**Run 1: I/O nets highlighted**

The bar under the picture is 20 microns long.
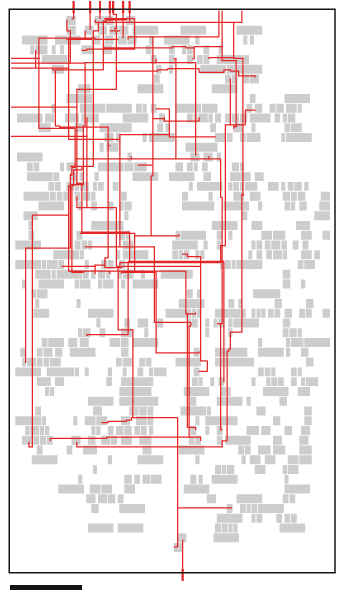
**Run 1: where the registers sit**

The bar under the picture is 20 microns long.
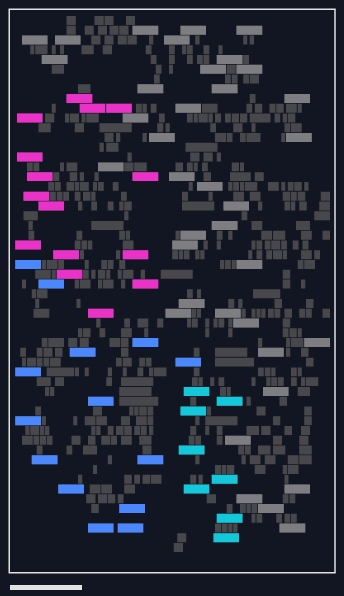
**Run 1: track usage over the die**

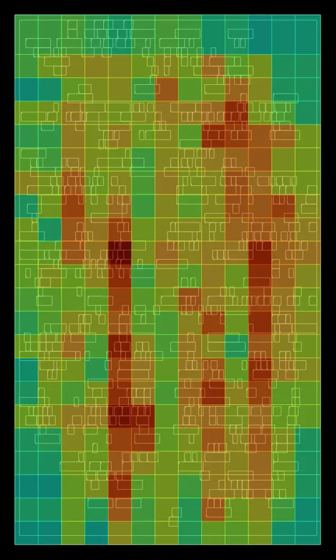
==> config.mk <==
export PLATFORM = sky130hd
export DESIGN_NAME = ppu_regfile
export DESIGN_NICKNAME = d
export VERILOG_FILES = /design/src/rtl/ppu_pkg.sv /design/src/rtl/ppu_loopy_regs.sv /design/src/rtl/ppu_regfile.sv
export SDC_FILE = /design/constraint.sdc
export NUM_CORES = 1
export LEC_CHECK = 0
export CAP_MARGIN = 30
export CORE_ASPECT_RATIO = 1.75
export CORE_UTILIZATION = 30
export DETAILED_ROUTE_END_ITERATION = 12
export DONT_BUFFER_PORTS = 1
export GPL_ROUTABILITY_DRIVEN = 0
export GPL_TIMING_DRIVEN = 0
export PLACE_DENSITY = 0.4
export SYNTH_ARGS = -nofsm -noshare
export SYNTH_HDL_FRONTEND = slang
export SYNTH_HIERARCHICAL = 1
export SYNTH_SLANG_ARGS = --single-unit
==> constraint.sdc <==
create_clock -name i_cpu_clk -period 3.6 [get_ports i_cpu_clk]
set_clock_uncertainty 0.05 [all_clocks]
set_input_delay 0.36 -clock i_cpu_clk [delete_from_list [all_inputs] [get_ports i_cpu_clk]]
set_output_delay 0.36 -clock i_cpu_clk [all_outputs]
set_load 0.02 [all_outputs]
==> job_summary.md, run 1 <==
### Yosys + OpenROAD results

| Metric | Value |
|---|---|
| Status | complete, no violations |
| Remaining global-route overflow | 0 |
| Final Hold Slack | 0.0522 ns |
| Max-slew headroom | between 30% and 40% |
| Crit-path cells | nor3b_2, nand2_1, nor4b_1, a21oi_1, a21o_1, a22o_1, a221o_1 |
| Via count | 3987 |
| Final antenna-violating net count | 0 |
| Mapped Avg Cell Area | between 7 and 8 sq um |
| CP required | 3.77 ns |
| P_int | 1.46 mW |
| Mapped Area | 0.00410 sq mm |
| Hold Violations, Final | 0 |
| Slew Limit Fails | 0 |
| Synth Warn # | 6 |
| Critical path class | primary input to register |
| Power share of the clock group | 50.9% |
| Pwr top | clock |
| Cts bufs inserted | 9 |
| Least-Margin Pin Slew | ~0.91 ns |
| DR vias/cell | 5.60 |
| M1 GR Usage | 22.7% |
| Drt drc | 0 |
| Post-Syn Nets | approximately 570 |
| Most frequent cells in the layout | 79 x nand2_1, 74 x dfxtp_1, 47 x nand3_1 |
| Max VDD drop | between 0.0002 and 0.00025 V |
| H-tree depth | 3 |
| Fin crit share | 86.9% |
| Vias in the first global route | 3866 |
| Fill cell count | 1451 |
| Starting DRC count in detailed routing | between 150 and 200 |
| Nets | 585 |
| Max reg flops | 15 |
| Drt pass-1 iters | 4 |
| Startpoint class of the critical path | primary input |
| Worst hold stages | 1 |
| Sw Share | between 20% and 30% |
| Met3 usage | 5.78% |
| Area Overhead vs Synth | 12.9% |
| Most frequent logic cell in the layout | nand2_1 |
| Routed wl met3 | around 900 microns |
| Worst-Skew Late Latency | 0.33 ns |
| Final Setup Violations | 0 |
| HP Class | primary input to register |
| Cell area after layout | around 0.0046 sq mm |
Notes on 'I/O nets highlighted' above:
red -> o_oam_wdata  # bits 8, direction output, end cells 0, buffers 8, wire 2250 microns
Ports: 132
# port buffers: 0

Notes on 'where the registers sit' above:
blue -> u_loopy/v  # flops 14
magenta -> u_loopy/t  # flops 15
cyan -> o_ppumask  # flops 8
not coloured = 37
flop share of the area: 32.0%
register area: 0.00148 sq mm
seq pwr: 0.827 mW
final core utilization: 34.6%

Notes on 'track usage over the die' above:
met2 Usage GRT: 41.7%
GR peak layer: met2

[run 1: metrics by stage]
step	util (%)	total power, mW
2_1_floorplan	-	0.930
3_5_place_dp	32.2	0.955
6_report	34.6	1.91
4_1_cts	34.6	1.93
3_3_place_gp	32.2	0.955
5_1_grt	34.6	1.98
[run 1: layout make-up]
| type | count | area [sq um] | area share (%) |
|---|---|---|---|
| Multi-Input combinational cell | 385 | 2300 | 49.7 |
| Sequential cell | 74 | 1480 | 32.0 |
| Buffer | 51 | 273 | 5.90 |
| Clock inverter | 5 | 78.8 | 1.70 |
| Clock buffer | 11 | 233 | 5.03 |
| Inverter | 12 | 45.0 | 0.974 |
| Tap cell | 174 | 218 | 4.71 |
[run 1: critical path, delay by kind of cell]
kind	cells	cell delay [ns]
AND/OR/NAND/NOR	3	1.69
AND-OR/OR-AND	4	1.25
==> inputs of run 2 (changes only) <==
TNS_END_PERCENT = 5   (was unset)
**Run 2: routed metal, one colour a layer**

Only two layers are drawn.
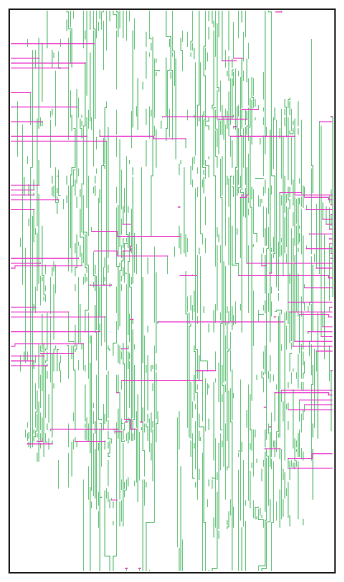
magenta -> metal 3  # wire length 905 microns
green -> metal 2  # wire length 8470 microns
via count: 3987
total routed wirelength: 15600 microns

==> job_summary.md, run 2 <==
### Yosys + OpenROAD results

| Metric | Value |
|---|---|
| P_int | 1.46 mW |
| GR peak layer | met2 |
| DR vias/cell | 5.60 |
| Least-Margin Pin Slew | 0.908 ns |
| CP required | roughly 3.8 ns |
| Routed wl met3 | 905 microns |
| Met2 Usage GRT | 41.7% |
| Hold Violations, Final | 0 |
| Startpoint class of the critical path | primary input |
| Pwr Total | 1.91 mW |
| Remaining global-route overflow | 0 |
| Most frequent cells in the layout | 79 x nand2_1, 74 x dfxtp_1, 47 x nand3_1 |
| Mapped Avg Cell Area | 7.85 sq um |
| Met3 usage | 5.78% |
| Area Overhead vs Synth | 12.9% |
| HP Class | primary input to register |
| Max VDD drop | about 0.00024 V |
| Pwr top | clock |
| Worst-Skew Late Latency | 0.33 ns |
| Mapped Area | about 0.004 sq mm |
| Starting DRC count in detailed routing | around 180 |
| Post-Syn Nets | 574 |
| Fin crit share | 86.9% |
| Status | complete, no violations |
| Critical path class | primary input to register |
| Final Setup Violations | 0 |
| # port buffers | 0 |
**Run 2: where the registers sit**

The bar under the picture is 20 microns long.
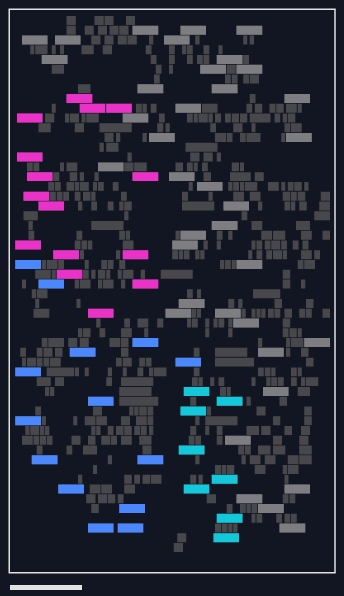
cyan -> o_ppumask  # flops 8
blue -> u_loopy/v  # flops 14
magenta -> u_loopy/t  # flops 15
not coloured = 37

[run 2: stage by stage]
step	hold WS (ns)	std cells
2_1_floorplan	0.383	522
3_3_place_gp	0.397	696
3_5_place_dp	0.403	696
4_1_cts	0.0446	712
5_1_grt	0.0395	712
6_report	0.0522	712
[run 2: critical path, cell delays in order]
cell and delay [ns]:
nor3b_2 0.53, nand2_1 0.30, nor4b_1 0.86, a21oi_1 0.46, a21o_1 0.27, a22o_1 0.18, a221o_1 0.34
[run 2: layout make-up]
type,count,area (sq um),area share (%)
tap,174,218,4.71
clock buffer,11,233,5.03
clock inverter,5,78.8,1.70
multi-input combinational,385,2300,49.7
buffer,51,273,5.90
sequential,74,1480,32.0
inverter,12,45.0,0.974
==> inputs of run 3 (changes only) <==
clock period = 3.1 ns   (was 3.6 ns; I/O delays follow)
==> job_summary.md, run 3 <==
### Yosys + OpenROAD results

| Metric | Value |
|---|---|
| Mapped Area | 0.00410 sq mm |
| Area Overhead vs Synth | 13.3% |
| Register area | 0.00148 sq mm |
| Fill cell count | 1447 |
| Max reg flops | 15 |
| Crit-path cells | nand4_1, o211a_1, o31ai_1, a21oi_1 |
| Worst hold stages | 2 |
| Post-Syn Nets | 574 |
| Ports | between 100 and 150 |
| H-tree depth | 3 |
| Final Setup Violations | 0 |
| Mapped Avg Cell Area | 7.85 sq um |
| CP max stage delay | about 0.6 ns |
| GR peak layer | met2 |
| Startpoint class of the critical path | register |
| Vias in the first global route | between 3000 and 4000 |
| Synth Warn # | 6 |
| Hold Violations, Final | 0 |
| Crit path buf inv count | 0 |
| Routed wl met3 | between 800 and 900 microns |
| Most frequent cells in the layout | 79 x nand2_1, 74 x dfxtp_1, 47 x nand3_1 |
| Drt pass-1 iters | 4 |
| Max VDD drop | 0.000273 V |
| DR vias/cell | approximately 5.6 |
| # port buffers | 0 |
| Drt drc | 0 |
| # placed instances | just under 700 |
| HP Class | primary input to register |
| Logic area | 0.00230 sq mm |
| Cts bufs inserted | 9 |
| Status | complete, no violations |
| Nets | 586 |
| Crit path depth | 4 |
==> run 3: power breakdown <==
part	internal (mW)	total [mW]	switching (mW)	leakage (nW)
clock network	0.705	1.12	0.419	0.153
logic	0.0411	0.128	0.0868	0.912
registers	0.955	0.961	0.00589	0.596
total	1.70	2.21	0.512	1.66
==> run 3: layout make-up <==
type                            count  share of cell area (%)
Inverter                           12                   0.970
Clock inverter                      5                    1.70
Clock buffer                       11                    5.01
Timing Repair Buffer                1                   0.216
Buffer                             51                    5.88
Multi-Input combinational cell    385                    49.6
Sequential cell                    74                    31.9
Tap cell                          174                    4.69
==> run 3: worst register-to-register path: cells and delay by family (launching register included) <==
kind            cells  cell delay (ns)
buf+inv             1             0.10
fa+ha+maj           2             0.49
flops               1             0.57
mux                 1             0.36
simple gates        1             0.21
compound gates      2             0.38
**Run 3: routed metal, one colour a layer**

Only two layers are drawn.
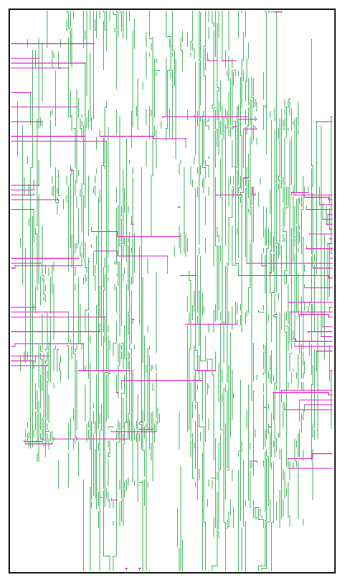
magenta -> metal 3  # wire length 880 microns
green -> metal 2  # wire length 8520 microns
via count: 3988
total routed wirelength: 15700 microns
gr usage total: 22.1%
WL/cell: 22.0 microns

**Run 3: track usage over the die**

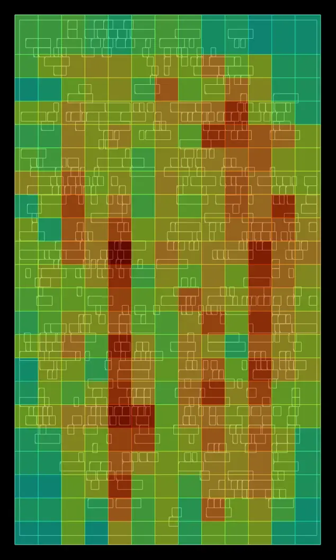
M1 GR Usage: 22.7%
met3 usage: 5.78%
final core utilization: 34.7%

Power is estimated from default activity; no workload was simulated.
